run_1/clocks.png
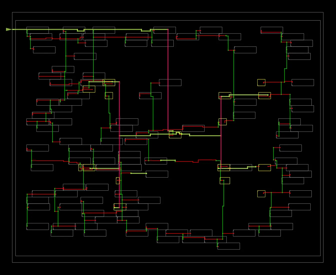
run_1/layer_met4.png
Drawn at 3 px/um. Supply wires on this layer in grey.
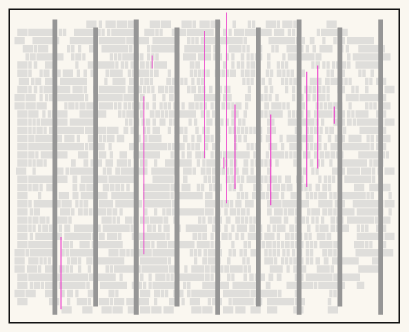
run_1/io_placement.png
Drawn at 3 px/um. Pins as bars across the die edge, other pins in grey.
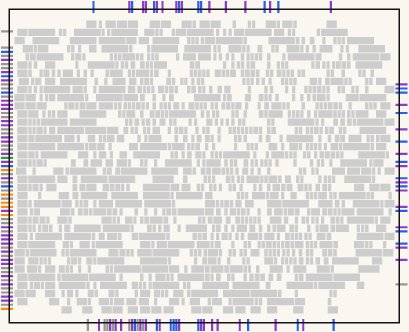
===== src/rtl/mult_pkg.sv =====
// Shared types and constants for the sequential shift-add multiplier controller.
package mult_pkg;

    localparam int WIDTH     = 32;
    localparam int CNT_W     = 6;
    localparam int LAST_ITER = WIDTH - 1;

    typedef enum logic {
        IDLE = 1'b0,
        RUN  = 1'b1
    } state_e;

endpackage


===== src/rtl/datapath.sv =====
// One shift-add step of a 32x32 unsigned multiply: conditionally add the
// multiplicand into the upper half, then shift the whole 65-bit value right by one.
module datapath (
    input  logic [31:0] mult,
    input  logic [63:0] inP,
    input  logic        write,
    output logic [63:0] outP
);

    logic [32:0] sum;

    always_comb begin
        // The 33rd bit keeps the carry so it lands in outP[63] after the shift.
        sum  = write ? ({1'b0, inP[63:32]} + {1'b0, mult}) : {1'b0, inP[63:32]};
        outP = {sum, inP[31:1]};
    end

endmodule


===== src/rtl/mult_seq_ctrl.sv =====
// Start/busy/done sequencer around the shift-add datapath: one 32x32 unsigned
// multiply per request, result valid 33 clocks after the accepting edge.
module mult_seq_ctrl #(
    parameter int WIDTH = mult_pkg::WIDTH,
    parameter int CNT_W = mult_pkg::CNT_W
) (
    input  logic                 clk,
    input  logic                 rst_n,
    input  logic                 start,
    input  logic                 abort,
    input  logic [WIDTH-1:0]     multiplicand,
    input  logic [WIDTH-1:0]     multiplier,
    output logic                 busy,
    output logic                 done,
    output logic [2*WIDTH-1:0]   product,
    output logic [CNT_W-1:0]     iter
);

    import mult_pkg::*;

    localparam logic [CNT_W-1:0] ITER_END = CNT_W'(LAST_ITER);

    state_e               state_q;
    logic                 busy_q;
    logic                 done_q;
    logic [WIDTH-1:0]     mcand_q;
    logic [2*WIDTH-1:0]   product_q;
    logic [2*WIDTH-1:0]   product_d;
    logic [CNT_W-1:0]     iter_q;

    datapath u_datapath (
        .mult  (mcand_q),
        .inP   (product_q),
        .write (product_q[0]),
        .outP  (product_d)
    );

    always_ff @(posedge clk or negedge rst_n) begin
        if (!rst_n) begin
            state_q   <= IDLE;
            busy_q    <= 1'b0;
            done_q    <= 1'b0;
            mcand_q   <= '0;
            product_q <= '0;
            iter_q    <= '0;
        end else begin
            // NOTE: non-blocking everywhere here so every register samples pre-edge values.
            done_q <= 1'b0;
            unique case (state_q)
                IDLE: begin
                    if (start) begin
                        mcand_q   <= multiplicand;
                        product_q <= {{WIDTH{1'b0}}, multiplier};
                        iter_q    <= '0;
                        busy_q    <= 1'b1;
                        state_q   <= RUN;
                    end
                end
                RUN: begin
                    // Abort leaves the partial product and count visible for debug.
                    if (abort) begin
                        busy_q  <= 1'b0;
                        state_q <= IDLE;
                    end else begin
                        product_q <= product_d;
                        iter_q    <= iter_q + CNT_W'(1);
                        if (iter_q == ITER_END) begin
                            busy_q  <= 1'b0;
                            done_q  <= 1'b1;
                            state_q <= IDLE;
                        end
                    end
                end
                default: state_q <= IDLE;
            endcase
        end
    end

    assign busy    = busy_q;
    assign done    = done_q;
    assign product = product_q;
    assign iter    = iter_q;

endmodule


===== config.mk =====
export PLATFORM = sky130hd
export DESIGN_NAME = mult_seq_ctrl
export DESIGN_NICKNAME = d
export VERILOG_FILES = /design/src/rtl/mult_pkg.sv /design/src/rtl/datapath.sv /design/src/rtl/mult_seq_ctrl.sv
export SDC_FILE = /design/constraint.sdc
export NUM_CORES = 1
export LEC_CHECK = 0
export ABC_AREA = 1
export CORE_ASPECT_RATIO = 0.8
export CORE_UTILIZATION = 54
export CTS_BUF_LIST = sky130_fd_sc_hd__clkbuf_8
export DETAILED_ROUTE_END_ITERATION = 10
export PLACE_DENSITY = 0.82
export SYNTH_ARGS = -nofsm -noshare
export SYNTH_HDL_FRONTEND = slang
export SYNTH_SLANG_ARGS = --single-unit

===== constraint.sdc =====
create_clock -name clk -period 2.5 [get_ports clk]
set_input_delay 0.5 -clock clk [delete_from_list [all_inputs] [get_ports clk]]
set_output_delay 0.5 -clock clk [all_outputs]
set_load 0.02 [all_outputs]

==> summary.txt, run 1 <==
run metrics: critical path, cell by cell ha_1 -> fa_1 -> nand3_1 -> nand3_1 -> nand2_1 -> nand2_1 -> nand3_1 -> nand3_1 -> nand2_1 -> nand2_1 -> nand2_1 -> o21ai_2, crit path launch product[32], Static Leak 4.67 nW, Post-synth EDFFs 0, H-tree depth 3, Synth Seq Share 37.4%, post-synth top area cell dfrtp_1, simple-gate portion of the synthesized area 35.2%, Hold Crit Class in2async, WP data required 2.79 ns, post-cts resize count 0, FP Util between 50 and 60%, layout cell share with drive strength beyond 1 5.30%, tool warning count 26, syn nets between 1000 and 1500, post-cts hold buffer count 0, post-placement cell area 0.00860 mm2, die area 0.0135 mm2, Slew Viols, Final 0, Slew @ Worst Pin 0.865 ns, Buf/Inv on CP 0, initial antenna violation count 0, Synth logic family simple AND/OR/NAND/NOR gates, yosys aoi share 9.49%, Final Cycle Share 87.1%, Top cell excl fill/tap nand2_1, CP top delay family simple AND/OR/NAND/NOR gates, vias per inst around 5.2, cell area after layout 0.00877 mm2, Reg2Reg Setup Slack about 0.32 ns, Post-CTS Setup Inserts 0, Adder Share, Synth 6.16%, CTS Buf Count 9, endpoints failing setup 0, flops & latches, synth 105, DRC Markers 0, yosys stat area approximately 0.007 mm2, P&R area growth vs syn 24.9%, Largest stage delay, worst path between 0.4 and 0.5 ns, fin crit period 2.18 ns, yosys cell count 1055, Cell Area, Synth 0.00703 mm2, Max-area cell share 37.4%, max reg flops 64, syn_area_per_cell 6.66 um2, Worst Setup EP product[63], Hold Slack 0.0801 ns, clk root buf clkbuf_8, normalized max-slew margin 42.3%, largest net degree at the start of global routing 53, maximum vdd drop 0.495 mV, Synth Flop Type dfrtp_1, Finished Layout Cells ~1400, nets@finish 1286, Final ANT Viol Nets 0, CP Max Fanout 4, Main area contributors dfrtp_1, nand2_1, inv_1, asr flop ratio synth 100%, reg2reg end product[63], Site Rows 36, CP dominant cell by count nand2_1, yosys xor share between 1.5 and 2%, Max Root-Sink Buffers 2, drt first pass iters 6, vias in the first global route 6391, max cap viols 0, setup TNS 0 ns, 1st-iter DRT viols 489, FMAX 0.459 GHz, clk sink count 105, final tally of hold violations 0, post-DR wirelength/cell 14.0 um, Final Skew approximately 0.016 ns, post-synth cell types 37, Crit path depth 12, synth warn 0, PnR worst setup slack between 0.3 and 0.4 ns, Setup crit end kind flip-flop, Power Total 8.97 mW, top logic cells by instance count in the layout nand2_1, inv_1, clkdlybuf4s50_1, most frequent cell after synthesis nand2_1, gate count of the mapped netlist 1055, Slowest cell on crit path fa_1, clock slew seen by the registers of the worst setup and hold paths ~0.11 ns, status finished, final reports clean, num ports 140, commonest cells in the synthesized netlist nand2_1, inv_1, nor2_1, dfrtp_1, nand3_1, R2R cell count 12, Antenna Cells 0
Back to the opening pictures, clocks.png:
num sequential: 105
Worst-Skew Late Latency: 0.39 ns

Back to the opening pictures, layer_met4.png:
nets with wire on the layer: 10
share of all routed wire: 1.7%
longest straight run: 63.2 um
main direction: vertical
Routed WL: 19000 um
routed vias: 7026

Back to the opening pictures, io_placement.png:
[orange] iter | pins: 6 | direction: output | edge: left
[purple] product | pins: 64 | direction: output | edge: 25 left, 16 bottom, 12 top, 11 right
[blue] multiplicand | pins: 32 | direction: input | edge: 10 right, 9 bottom, 8 top, 5 left
[green] done | pins: 1 | direction: output | edge: left
all pins by edge: 66 left, 32 bottom, 22 right, 20 top
Die Wd: 130 um
port bufs: 139
die span in y: 104 um

-- run 1: final cells by class --
cell class | instances | area [um2]
Sequential cell | 105 | 2630
Multi-Input combinational cell | 774 | 3690
Fill cell | 1078 | 3660
Timing Repair Buffer | 153 | 1530
Tap cell | 171 | 214
Inverter | 141 | 529
Clock buffer | 9 | 124
Clock inverter | 7 | 53.8
-- run 1: power by group --
group | internal (mW) | switching [mW]
Sequential | 2.22 | 0.541
Combinational | 2.05 | 3.13
Clock | 0.376 | 0.645
Total | 4.65 | 4.32
-- run 1: routing by layer --
metal	up-vias	share of wire [%]	routed length, um	track usage [%]
met1	3204	47	8960	42.0
met4	0	1.7	324	7.23
met3	25	8.4	1610	6.53
met2	268	43	8150	44.4
li1	3529	-	-	-
met5	-	0	0	0
==> run 1 -> run 2 <==
--- a/config.mk
+++ b/config.mk
@@ -7,6 +7,7 @@
 export LEC_CHECK = 0
 export ABC_AREA = 1
 export CORE_ASPECT_RATIO = 0.8
+export CORE_MARGIN = 1
 export CORE_UTILIZATION = 54
 export CTS_BUF_LIST = sky130_fd_sc_hd__clkbuf_8
 export DETAILED_ROUTE_END_ITERATION = 10
run_2/layer_met4.png
Drawn at 3 px/um. Supply wires on this layer in grey.
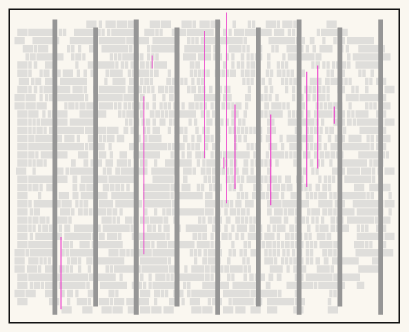
share of all routed wire: 1.7%
wire length on this layer: 324 um

run_2/layer_met3.png
Drawn at 4 px/um.
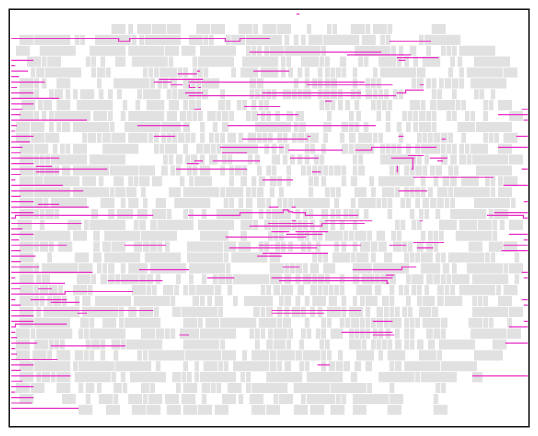
nets with wire on the layer: 156
main direction: horizontal
wire length on this layer: 1610 um
met3 Usage GRT: 6.53%

run_2/clocks.png
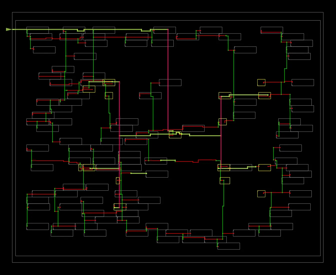
CTS Buf Count: 9
clk pwr: 1.02 mW
Final Skew: 0.0164 ns
clock buffer count: 9
clk sink count: 105

==> summary.txt, run 2 <==
run metrics: status finished, final reports clean, Placement Setup Slack 0.354 ns, CP Launch Type flip-flop, Setup crit end kind flip-flop, CP Max Fanout 4, most frequent cell after synthesis nand2_1, Routed WL 19000 um, gate count of the mapped netlist 1055, yosys aoi share 9.49%, CP dominant cell by count nand2_1, Buf/Inv on CP 0, P&R area growth vs syn 24.9%, Site Rows 36, largest cell class by area logic gates, Buffers, non-clock 153, die area 0.0135 mm2, Cell Area, Synth about 0.0070 mm2, 1st-iter DRT viols 489, Layout Utilization a little over two thirds, met2 WL 8150 um, yosys xor share 1.75%, area fraction in mux cells 0%, num sequential ~110, clock slew seen by the registers of the worst setup and hold paths 0.11 ns, met1 usage between 40% and 50%, Final ANT Viol Nets 0, core area 0.0124 mm2, Finished Layout Cells 1360, post-synth cell types 37, Largest stage delay, worst path 0.45 ns, routed length on met3 ~1600 um, Static Leak 4.67 nW, syn nets 1157, layout cell share with drive strength beyond 1 5.30%, setup TNS 0 ns, post-cts hold buffer count 0, PnR worst setup slack about 0.32 ns, final tally of hold violations 0, Slew Viols, Final 0, combinational share of cell area between 40 and 50%, die span in y 104 um, max reg flops between 60 and 70, normalized max-slew margin 42.3%, maximum vdd drop 0.495 mV, tool warning count 26, asr flop ratio synth 100%, routed vias 7026, FMAX approximately 0.46 GHz, simple-gate portion of the synthesized area 35.2%, Max-area cell share 37.4%, grt total ovfl 0, synth warn 0, clk root buf clkbuf_8, Final GP Congestion 0.948, port bufs about 140, Synth Seq Share 37.4%, WP data required 2.79 ns, DR top layer met4, CP top delay family simple AND/OR/NAND/NOR gates, TritonCTS clock tree built, Slew @ Worst Pin 0.865 ns, drt first pass iters 6, unrepaired setup endpoints after global routing no, yosys cell count 1055, nets@finish 1286, Antenna Cells 0, fill count roughly 1100, fin crit period 2.18 ns, first-pass GRT wire length 31100 um, Die Wd 130 um, Non-clk invs ~140, post-cts resize count 0, Top Usage Layer GRT met2, Main area contributors dfrtp_1, nand2_1, inv_1, critical path, cell by cell ha_1 -> fa_1 -> nand3_1 -> nand3_1 -> nand2_1 -> nand2_1 -> nand3_1 -> nand3_1 -> nand2_1 -> nand2_1 -> nand2_1 -> o21ai_2, Combinational Gates 774, crit path DAT 2.46 ns, kind of critical path reg2reg, max cap viols 0, yosys stat area ~0.0070 mm2, DP HPWL 14300 um, Post-CTS Setup Inserts 0, post-synth top area cell dfrtp_1, num ports roughly 140, GRT Resource Usage Total 29.2%, syn_area_per_cell about 6.7 um2, commonest cells in the synthesized netlist nand2_1, inv_1, nor2_1, dfrtp_1, nand3_1, Top cell excl fill/tap nand2_1, Hold Crit Class in2async, top logic cells by instance count in the layout nand2_1, inv_1, clkdlybuf4s50_1, DRC Markers 0, FP Util 56.5%, Power Total roughly 9.0 mW, Post-synth EDFFs 0, met2 Track Usage GR 44.4%, H-tree depth 3, Hold Slack 0.0801 ns, Adder Share, Synth between 6 and 7%, vias in the first global route 6391, flops & latches, synth 105, Clock buf/inv share 2.02%, endpoints failing setup 0, vias per inst 5.17, post-DR wirelength/cell 14.0 um, Slowest cell on crit path fa_1, initial antenna violation count 0, post-placement cell area 0.00860 mm2, Non-clock buffer share 17.5%, Seq/total area between 20% and 30%, Worst-Skew Late Latency 0.39 ns, tap cells 171, Synth Flop Type dfrtp_1, Max Root-Sink Buffers 2, largest net degree at the start of global routing 53, P per Cell Area a little over 1000 mW/mm2, placed cell count about 1300, cell area after layout 0.00877 mm2, Synth logic family simple AND/OR/NAND/NOR gates, Final Cycle Share 87.1%, Met1 Wirelength 8960 um, Multi-input gate area 0.00369 mm2, Reg area 0.00263 mm2
==> run 2: cell counts after synthesis <==
No cell type changed its count.
==> run 2: path summary, 6_finish.rpt <==
kind	cells past startpoint	slack (ns)	startpoint	to
worst max-delay path	12	0.32	product[32]	product[63]
worst min-delay path	1	0.08	rst_n	mcand_q[6]
worst min register to register	2	0.49	mcand_q[17]	mcand_q[17]
worst max register to register	12	0.32	product[32]	product[63]
max in group asynchronous	2	1.84	rst_n	mcand_q[21]
min in group clk	2	0.49	mcand_q[17]	mcand_q[17]
==> run 2: power breakdown <==
group          switching (mW)  internal [mW]  total, mW
Sequential              0.541           2.22       2.76
Combinational            3.13           2.05       5.19
Clock                   0.645          0.376       1.02
Power and IR drop assume default switching activity.
